==> images/congestion.png <==
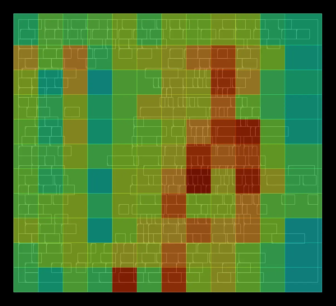
==> images/flops_by_reg.png <==
The bar under the picture is 20 um long. Other sequential cells in the stronger gray, the rest of the logic in the fainter gray.
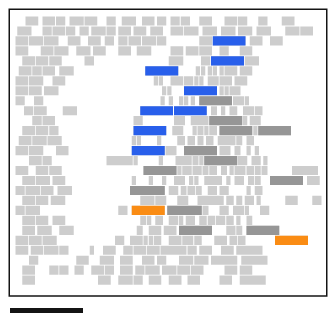
File: src/rtl/axi_pkg.sv
// Shared definitions for the AXI read arbiter: response codes, FSM states
// and the master index assignment.
package axi_pkg;

  localparam logic [1:0] RESP_OKAY   = 2'b00;
  localparam logic [1:0] RESP_SLVERR = 2'b10;

  localparam int M_INST = 0;
  localparam int M_DATA = 1;

  typedef enum logic [1:0] {
    IDLE = 2'd0,
    ADDR = 2'd1,
    DATA = 2'd2
  } arb_state_e;

endpackage

File: src/rtl/rr_arb2.sv
// Two-way request picker: round-robin away from the last owner, or fixed
// priority to the instruction master. Purely combinational.
module rr_arb2
  import axi_pkg::*;
(
  input  logic [1:0] req,
  input  logic       last_grant,
  input  logic       fixed_prio,
  output logic [1:0] gnt
);

  // A tie goes to the instruction master when fixed or when data owned last.
  always_comb begin
    gnt = 2'b00;
    case (req)
      2'b01: gnt[M_INST] = 1'b1;
      2'b10: gnt[M_DATA] = 1'b1;
      2'b11: begin
        if (fixed_prio || last_grant) begin
          gnt[M_INST] = 1'b1;
        end else begin
          gnt[M_DATA] = 1'b1;
        end
      end
      default: gnt = 2'b00;
    endcase
  end

endmodule

File: src/rtl/axi_rd_arb.sv
// Two-master AXI read arbiter: serialises whole read bursts onto one slave
// port and flags bursts whose RLAST disagrees with the requested length.
module axi_rd_arb
  import axi_pkg::*;
#(
  parameter int ADDR_W     = 32,
  parameter int DATA_W     = 32,
  parameter int LEN_W      = 8,
  parameter bit FIXED_PRIO = 1'b0
) (
  input  logic                CLK,
  input  logic                RST,
  input  logic [1:0]          m_arvalid,
  output logic [1:0]          m_arready,
  input  logic [2*ADDR_W-1:0] m_araddr,
  input  logic [2*LEN_W-1:0]  m_arlen,
  output logic [1:0]          m_rvalid,
  input  logic [1:0]          m_rready,
  output logic [DATA_W-1:0]   m_rdata,
  output logic [1:0]          m_rresp,
  output logic                m_rlast,
  output logic                s_arvalid,
  input  logic                s_arready,
  output logic [ADDR_W-1:0]   s_araddr,
  output logic [LEN_W-1:0]    s_arlen,
  input  logic                s_rvalid,
  output logic                s_rready,
  input  logic [DATA_W-1:0]   s_rdata,
  input  logic [1:0]          s_rresp,
  input  logic                s_rlast,
  output logic [1:0]          grant,
  output logic                busy,
  output logic                len_err
);

  localparam logic [LEN_W-1:0] LEN_ONE = LEN_W'(1);
  localparam logic [LEN_W-1:0] LEN_MAX = {LEN_W{1'b1}};

  arb_state_e       state_q, state_d;
  logic [1:0]       grant_q, grant_d;
  logic             last_grant_q, last_grant_d;
  logic [LEN_W-1:0] beat_cnt_q, beat_cnt_d;
  logic [LEN_W-1:0] exp_len_q, exp_len_d;
  logic             len_err_q, len_err_d;
  logic [1:0]       pick;
  logic             gidx;
  logic             ar_hs;
  logic             r_hs;

  rr_arb2 u_pick (
    .req        (m_arvalid),
    .last_grant (last_grant_q),
    .fixed_prio (FIXED_PRIO),
    .gnt        (pick)
  );

  assign gidx     = grant_q[M_DATA];
  assign s_araddr = gidx ? m_araddr[M_DATA*ADDR_W +: ADDR_W] : m_araddr[M_INST*ADDR_W +: ADDR_W];
  assign s_arlen  = gidx ? m_arlen[M_DATA*LEN_W +: LEN_W] : m_arlen[M_INST*LEN_W +: LEN_W];
  assign m_rdata  = s_rdata;
  assign m_rresp  = s_rresp;
  assign m_rlast  = s_rlast;
  assign ar_hs    = s_arvalid & s_arready;
  assign r_hs     = s_rvalid & s_rready;

  // Route handshakes between the owning master and the slave by phase.
  always_comb begin
    s_arvalid = 1'b0;
    m_arready = 2'b00;
    m_rvalid  = 2'b00;
    s_rready  = 1'b0;
    case (state_q)
      ADDR: begin
        s_arvalid = m_arvalid[gidx];
        m_arready = grant_q & {2{s_arready}};
      end
      DATA: begin
        m_rvalid = grant_q & {2{s_rvalid}};
        s_rready = m_rready[gidx];
      end
      default: begin
        s_arvalid = 1'b0;
        s_rready  = 1'b0;
      end
    endcase
  end

  // Transaction sequencing, beat counting and length checking.
  always_comb begin
    state_d      = state_q;
    grant_d      = grant_q;
    last_grant_d = last_grant_q;
    beat_cnt_d   = beat_cnt_q;
    exp_len_d    = exp_len_q;
    len_err_d    = len_err_q;
    case (state_q)
      IDLE: begin
        if (pick != 2'b00) begin
          grant_d = pick;
          state_d = ADDR;
        end else begin
          grant_d = 2'b00;
        end
      end
      ADDR: begin
        if (ar_hs) begin
          exp_len_d  = s_arlen;
          beat_cnt_d = '0;
          state_d    = DATA;
        end else begin
          state_d = ADDR;
        end
      end
      DATA: begin
        if (r_hs) begin
          if (beat_cnt_q != LEN_MAX) begin
            beat_cnt_d = beat_cnt_q + LEN_ONE;
          end else begin
            beat_cnt_d = beat_cnt_q;
          end
          if (s_rlast) begin
            len_err_d    = len_err_q | (beat_cnt_q != exp_len_q);
            last_grant_d = gidx;
            grant_d      = 2'b00;
            state_d      = IDLE;
          end else begin
            // The final expected beat arrived without RLAST.
            len_err_d = len_err_q | (beat_cnt_q == exp_len_q);
          end
        end else begin
          state_d = DATA;
        end
      end
      default: begin
        state_d = IDLE;
        grant_d = 2'b00;
      end
    endcase
  end

  // State registers; last_grant resets to the data master so instruction wins the first tie.
  always_ff @(posedge CLK or posedge RST) begin
    if (RST) begin
      state_q      <= IDLE;
      grant_q      <= 2'b00;
      last_grant_q <= 1'b1;
      beat_cnt_q   <= '0;
      exp_len_q    <= '0;
      len_err_q    <= 1'b0;
    end else begin
      state_q      <= state_d;
      grant_q      <= grant_d;
      last_grant_q <= last_grant_d;
      beat_cnt_q   <= beat_cnt_d;
      exp_len_q    <= exp_len_d;
      len_err_q    <= len_err_d;
    end
  end

  assign grant   = grant_q;
  assign busy    = (state_q != IDLE);
  assign len_err = len_err_q;

endmodule

File: config.mk
export PLATFORM = sky130hd
export DESIGN_NAME = axi_rd_arb
export DESIGN_NICKNAME = d
export VERILOG_FILES = /design/src/rtl/axi_pkg.sv /design/src/rtl/rr_arb2.sv /design/src/rtl/axi_rd_arb.sv
export SDC_FILE = /design/constraint.sdc
export NUM_CORES = 1
export LEC_CHECK = 0
export CAP_MARGIN = 20
export CORE_ASPECT_RATIO = 0.9
export CORE_UTILIZATION = 31
export CTS_CLUSTER_SIZE = 14
export DETAILED_ROUTE_END_ITERATION = 10
export PLACE_DENSITY = 0.86
export RECOVER_POWER = 50
export SLEW_MARGIN = 20
export SYNTH_ARGS = -nofsm -noshare
export SYNTH_HDL_FRONTEND = slang
export SYNTH_SLANG_ARGS = --single-unit
File: constraint.sdc
create_clock -name CLK -period 2.45 [get_ports CLK]
set_input_delay 0.6125 -clock CLK [delete_from_list [all_inputs] [get_ports CLK]]
set_output_delay 0.6125 -clock CLK [all_outputs]
set_load 0.05 [all_outputs]
==> flow_summary.json <==
{
  "cts_setup_buffers": 0,
  "antenna_found_initial": 0,
  "numCtsBuffers": 3,
  "path_max_fanout": 7,
  "max_freq_mhz": 420.4,
  "period_used_share": 0.9708,
  "avgSynthCellArea_um2": 8.837,
  "die_w_um": 86.23,
  "drc": 0,
  "ios": 208,
  "tool_warnings": 26,
  "cts_resized": 0,
  "crit_path_cell_trace": "or2_2 > clkdlybuf4s50_1",
  "gp_congestion": 0.8121,
  "syn_to_final_growth_pct": 64.22,
  "crit_buf_inv": 1,
  "required_ns": 1.84,
  "setup_tns_ns": 0,
  "die_area_um2": 6709,
  "status": "completed",
  "grt_pass1_vias": 2034,
  "clock-sinks": 22,
  "drive_gt1_frac": 0.3051,
  "detail_route.wl_per_cell_um": 15.29,
  "final_common_cell": "clkdlybuf4s50_1",
  "synth_stat.cells": 224,
  "synthFlopType": "dfrtp_1",
  "cts-root-buf": "clkbuf_8",
  "core.rowCount": 27,
  "grt_pass1_wl_mm": 9.777,
  "maxCapViolCount": 0,
  "ctsHoldBuffers": 0,
  "slew_viol_final": 0,
  "cts_tree": "done",
  "die_h_um": 77.81,
  "cp-start-kind": "register",
  "max_slew_margin": 0.4674,
  "fin_worst_skew_ns": 0.003465,
  "period_needed_ns": 2.378,
  "ys.flops": 22,
  "synth_cell_type_count": 41,
  "critPathKind": "register to output port"
}
## Picture notes: congestion.png
Final Util: 0.5287
Most Crowded Layer GR: met2

## Picture notes: flops_by_reg.png
legend:
  blue:
    name_in_the_netlist: `exp_len_q`
    sequential_cells: 8
  orange:
    name_in_the_netlist: `state_q`
    sequential_cells: 2
Seq area share: 0.1701
P_seq: 634 uW
FF+latch area: 553.0 um2

cells in the mapped netlist (2+ instances only):
master	number	share of area
nand4_1	2	0.0063
clkbuf_1	3	0.0057
buf_4	36	0.14
nand3b_1	3	0.011
or3_1	2	0.0063
and3_1	5	0.016
nor3_1	5	0.013
o211ai_1	3	0.011
a31oi_1	2	0.0063
nand3_1	4	0.010
dfrtp_1	21	0.27
mux2i_1	2	0.010
o31ai_1	2	0.0076
nor4_1	3	0.0095
and2b_1	2	0.0076
o21ai_0	9	0.023
o311ai_0	2	0.0089
nand2_1	30	0.057
inv_1	10	0.019
mux2_2	41	0.23
xnor2_1	8	0.035
buf_1	4	0.0076
nor2_1	5	0.0095
a21oi_1	3	0.0076
power by group:
| group | internal, mW | switching [mW] |
|---|---|---|
| clock network | 0.116 | 0.120 |
| registers | 0.487 | 0.148 |
| logic | 0.894 | 1.31 |
| total | 1.50 | 1.57 |
flip-flops by register name, indices dropped and copies added, names as in the netlist:
signal and flops:
beat_cnt_q 8, state_q 2, len_err 1, grant 2, last_grant_q 1, exp_len_q 8
stage by stage:
step	instance area [um2]	hold slack [ns]	std cells	setup slack (ns)
2_1_floorplan	1984	0.4671	224	0.05795
3_3_place_gp	3221	0.4633	414	0.1846
3_5_place_dp	3221	0.4793	414	0.1492
4_1_cts	3266	0.4985	418	0.07235
5_1_grt	3251	0.5002	418	0.03565
6_report	3251	0.4886	418	0.07159
layout make-up:
type                       count  area share
timing repair buffer         148      0.4380
multi-input combinational    147      0.3329
sequential                    22      0.1701
tap                           87     0.03349
clock buffer                   4     0.01386
inverter                      10     0.01155
cell families (layout without fill, tap and decap cells):
group           Yosys count  in the layout  share of synthesized area
mux                      43             43                     0.2434
xor+xnor                  8              8                    0.03540
flops                    22             22                     0.2788
simple gates             68             68                     0.1700
compound gates           27             27                    0.08913
fa+ha+maj                 1              1                   0.006320
buf+inv                  55            162                     0.1770
metal layers:
layer	GRT usage	part of all wire
met1	0.2245	0.41
met2	0.3325	0.51
met3	0.03617	0.062
met4	0.04667	0.013
met5	0	0
final timing paths:
kind | start | end | slack, ns | depth (start not counted)
worst max-delay path | state_q[0]$_DFFE_PP0P_ | busy | 0.07 | 2
worst min-delay path | len_err$_DFFE_PP0P_ | len_err$_DFFE_PP0P_ | 0.49 | 1
worst max register to register | grant[1]$_DFFE_PP0P_ | beat_cnt_q[1]$_DFFE_PP0P_ | 0.32 | 6
worst min register to register | len_err$_DFFE_PP0P_ | len_err$_DFFE_PP0P_ | 0.49 | 1
max in group asynchronous | RST | beat_cnt_q[7]$_DFFE_PP0P_ | 0.66 | 3
min in group asynchronous | RST | grant[0]$_DFFE_PP0P_ | 0.75 | 2
No activity file was given, so power comes from the tool's default toggle rates.
